==> config.mk <==
export PLATFORM = sky130hd
export DESIGN_NAME = cordic_atan2_mag
export DESIGN_NICKNAME = d
export VERILOG_FILES = /design/src/rtl/cordic_pkg.sv /design/src/rtl/cordic_atan_rom.sv /design/src/rtl/cordic_atan2_mag.sv
export SDC_FILE = /design/constraint.sdc
export NUM_CORES = 1
export LEC_CHECK = 0
export CAP_MARGIN = 10
export CORE_MARGIN = 4
export CORE_UTILIZATION = 65
export CTS_BUF_LIST = sky130_fd_sc_hd__clkbuf_16
export DETAILED_ROUTE_END_ITERATION = 12
export HOLD_SLACK_MARGIN = 0.06
export PLACE_DENSITY = 0.9
export SKIP_CTS_REPAIR_TIMING = 1
export SYNTH_ARGS = -nofsm -noshare
export SYNTH_HDL_FRONTEND = slang
export SYNTH_SLANG_ARGS = --single-unit
==> constraint.sdc <==
create_clock -name clk -period 9.1 [get_ports clk]
set_input_delay 1.82 -clock clk [delete_from_list [all_inputs] [get_ports clk]]
set_output_delay 1.82 -clock clk [all_outputs]
set_load 0.01 [all_outputs]
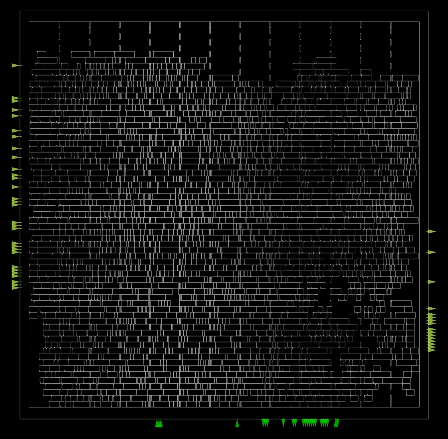
Fig. 1. Cell outlines without signal wires (run 1).
site row count: 65
total core area: 31,600 µm²
Final Util: 70.6%
well tap count: 402

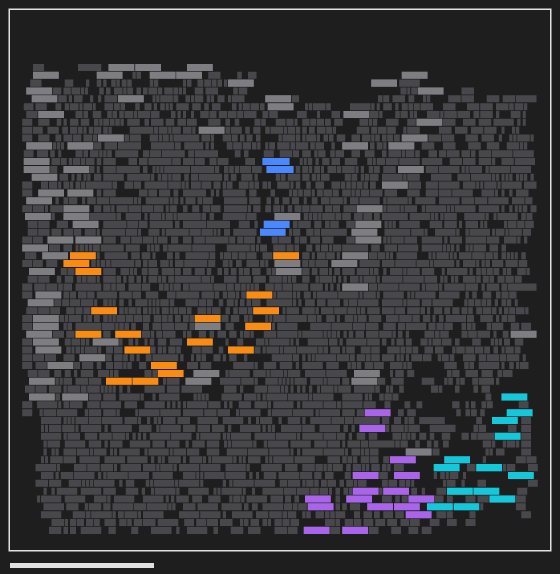
Fig. 2. Sequential cells colored by netlist name (run 1).
The bar under the picture is 50 µm long. Other sequential cells in the stronger gray, the rest of the logic in the fainter gray.
r_iter -> blue  # sequential cells 4
angle_out -> cyan  # sequential cells 13, where lower right
r_x -> orange  # sequential cells 18
mag_out -> purple  # sequential cells 16
not colored = 74
Reg area: 3130 µm²

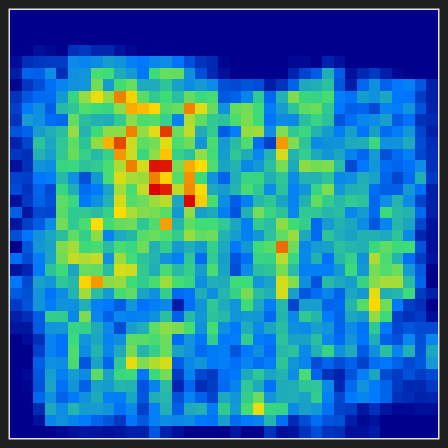
Fig. 3. Signal metal coverage by tile (run 1).
37 x 37 tiles, from dark blue (low) to red (high), scaled to the fullest tile. Values are wire area over tile area, all layers added.
densest ninth of the die = center
emptiest ninth of the die = upper right
fullest tile = 0.84
routed wire length: 53,100 µm
GRT Total Usage: 30.4%
Routed WL per cell: 19.8 µm
vias post-DR: 17,057

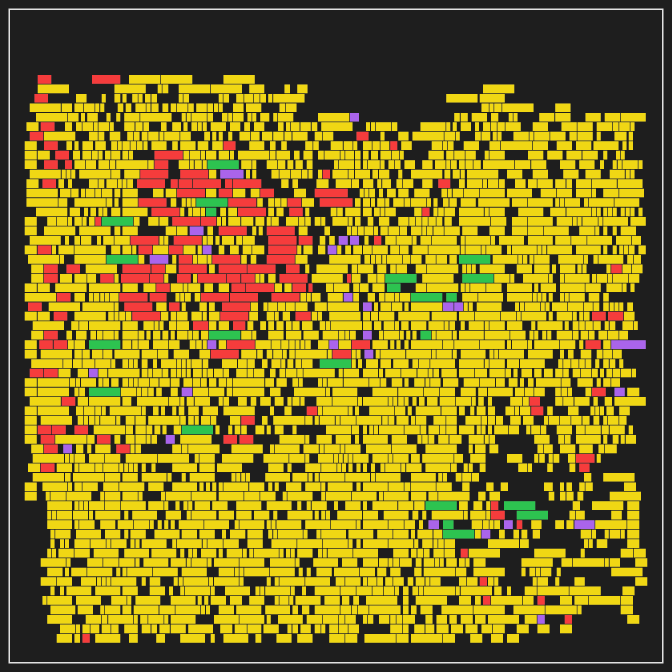
Fig. 4. Drive-strength map (run 1).
x3 and x4 -> purple  # cells 27, share 1.2%
x6 and larger -> green  # cells 22, share 0.96%
x1 and smaller -> yellow  # cells 2,106, share 92%
x2 -> red  # cells 133, share 5.8%
Area Growth Syn to Fin: 7.07%
fin area: 22,300 µm²
final worst setup slack: 1.60 ns
nonclk buf count: 81

==> results.ini <==
[sta]
skew_ns=0.0134
timing.final.crit_share_pct=82.5
tightest_slew_ns=1.10
setup_viol=0
grt_setup_unrepaired=false

[yosys]
yosys_cells=2252
yosys_area_um2=20900
synth.distinct_cells=96
async_reset_ff_share_pct=100
yosysWarnings=0

[cells_and_area]
comb_area_um2=16100
drive_gt1_share_pct=7.95

[routing]
dr.pass1.iters=6
antenna_left=0
avgViaCountPerCell=6.34

[floorplanning]
chip_area_um2=35000
design.portCount=69
die_y_um=187
fp.dieW_um=187

[status]
outcome=finished clean

[worst_setup_path]
crit_fanout=8
worstPathRequired_ns=9.48
reg2reg_depth=27
worstSetupPathType=reg2reg

[clock_tree]
cts_tree=yes
cts-buffers-inserted=17
cts-htree-levels=4
cts_buffer_depth=2

[placement]
numPortBuffers=68

[grt]
antenna_found_initial=0
first_global_vias=17778

==> run 1: cell families after synthesis <==
logic type	Yosys count	share of synthesized area, %
AND-OR/OR-AND	479	15.0
multiplexers	119	8.41
buffers and inverters	432	8.10
adder cells (fa/ha/maj)	500	36.6
XOR/XNOR	144	6.04
AND/OR/NAND/NOR	453	10.9
flip-flops	125	15.0
==> run 1: layout make-up <==
cell class / count / share of cell area [%]
inverter: 356 / 5.99
multi-input combinational: 1695 / 71.9
timing repair buffer: 81 / 3.48
clock inverter: 14 / 0.504
sequential: 125 / 14.0
clock buffer: 17 / 1.90
tap: 402 / 2.25
==> run 1: synthesized netlist by cell type (18+ instances only) <==
cell type  instances  area, µm²
mux4_2            39        878
clkbuf_1          41        154
ha_1             315       3940
mux2_2            53        597
o21ai_0           96        480
a21o_1            40        300
inv_1            349       1310
nand2b_1          18        113
a31oi_1           26        163
a21oi_1          137        686
fa_1             184       3680
nand2_1           94        353
xor2_1            71        622
xnor2_1           73        639
nand3_1           37        185
o21a_1            22        165
dfrtp_1          125       3130
mux2i_1           25        250
nor3_1            37        185
nor2_1           138        518
==> run 1: per-stage QoR <==
step / cell area [µm²] / utilization, % / std cells / hold slack [ns]
after global placement: 21800 / 68.9 / 2659 / 0.471
after detailed placement: 21800 / 68.9 / 2659 / 0.476
after global routing: 22300 / 70.6 / 2690 / 0.512
after floorplan: 20900 / - / 2252 / 0.510
final: 22300 / 70.6 / 2690 / 0.487
after CTS: 22300 / 70.6 / 2690 / 0.490
==> run 1: cells in the final DEF (no fill, tap or decap), types with 14 or more instances in the layout <==
cell type        count
mux2i_1             25
a31oi_1             26
nor2_1             138
clkdlybuf4s50_1     68
clkbuf_16           17
and3_1              15
dfrtp_1            123
nand2b_1            18
ha_1               313
mux4_2              39
fa_1               184
xnor2_1             73
o21a_1              22
and2_1              17
nand3_1             37
a21o_1              40
mux2_2              53
nand2_1             94
a21oi_1            137
xor2_1              71
inv_1              348
o21ai_0             96
nor2b_1             14
nor3_1              37
==> run 1: layer usage <==
| layer | global-route usage, % | up-vias | routed length (µm) |
|---|---|---|---|
| met2 | 53.0 | 758 | 26400 |
| li1 | - | 7865 | - |
| met4 | 11.3 | 0 | 1970 |
| met3 | 3.86 | 175 | 3490 |
| met1 | 38.8 | 8259 | 21200 |
| met5 | 0 | - | 0 |
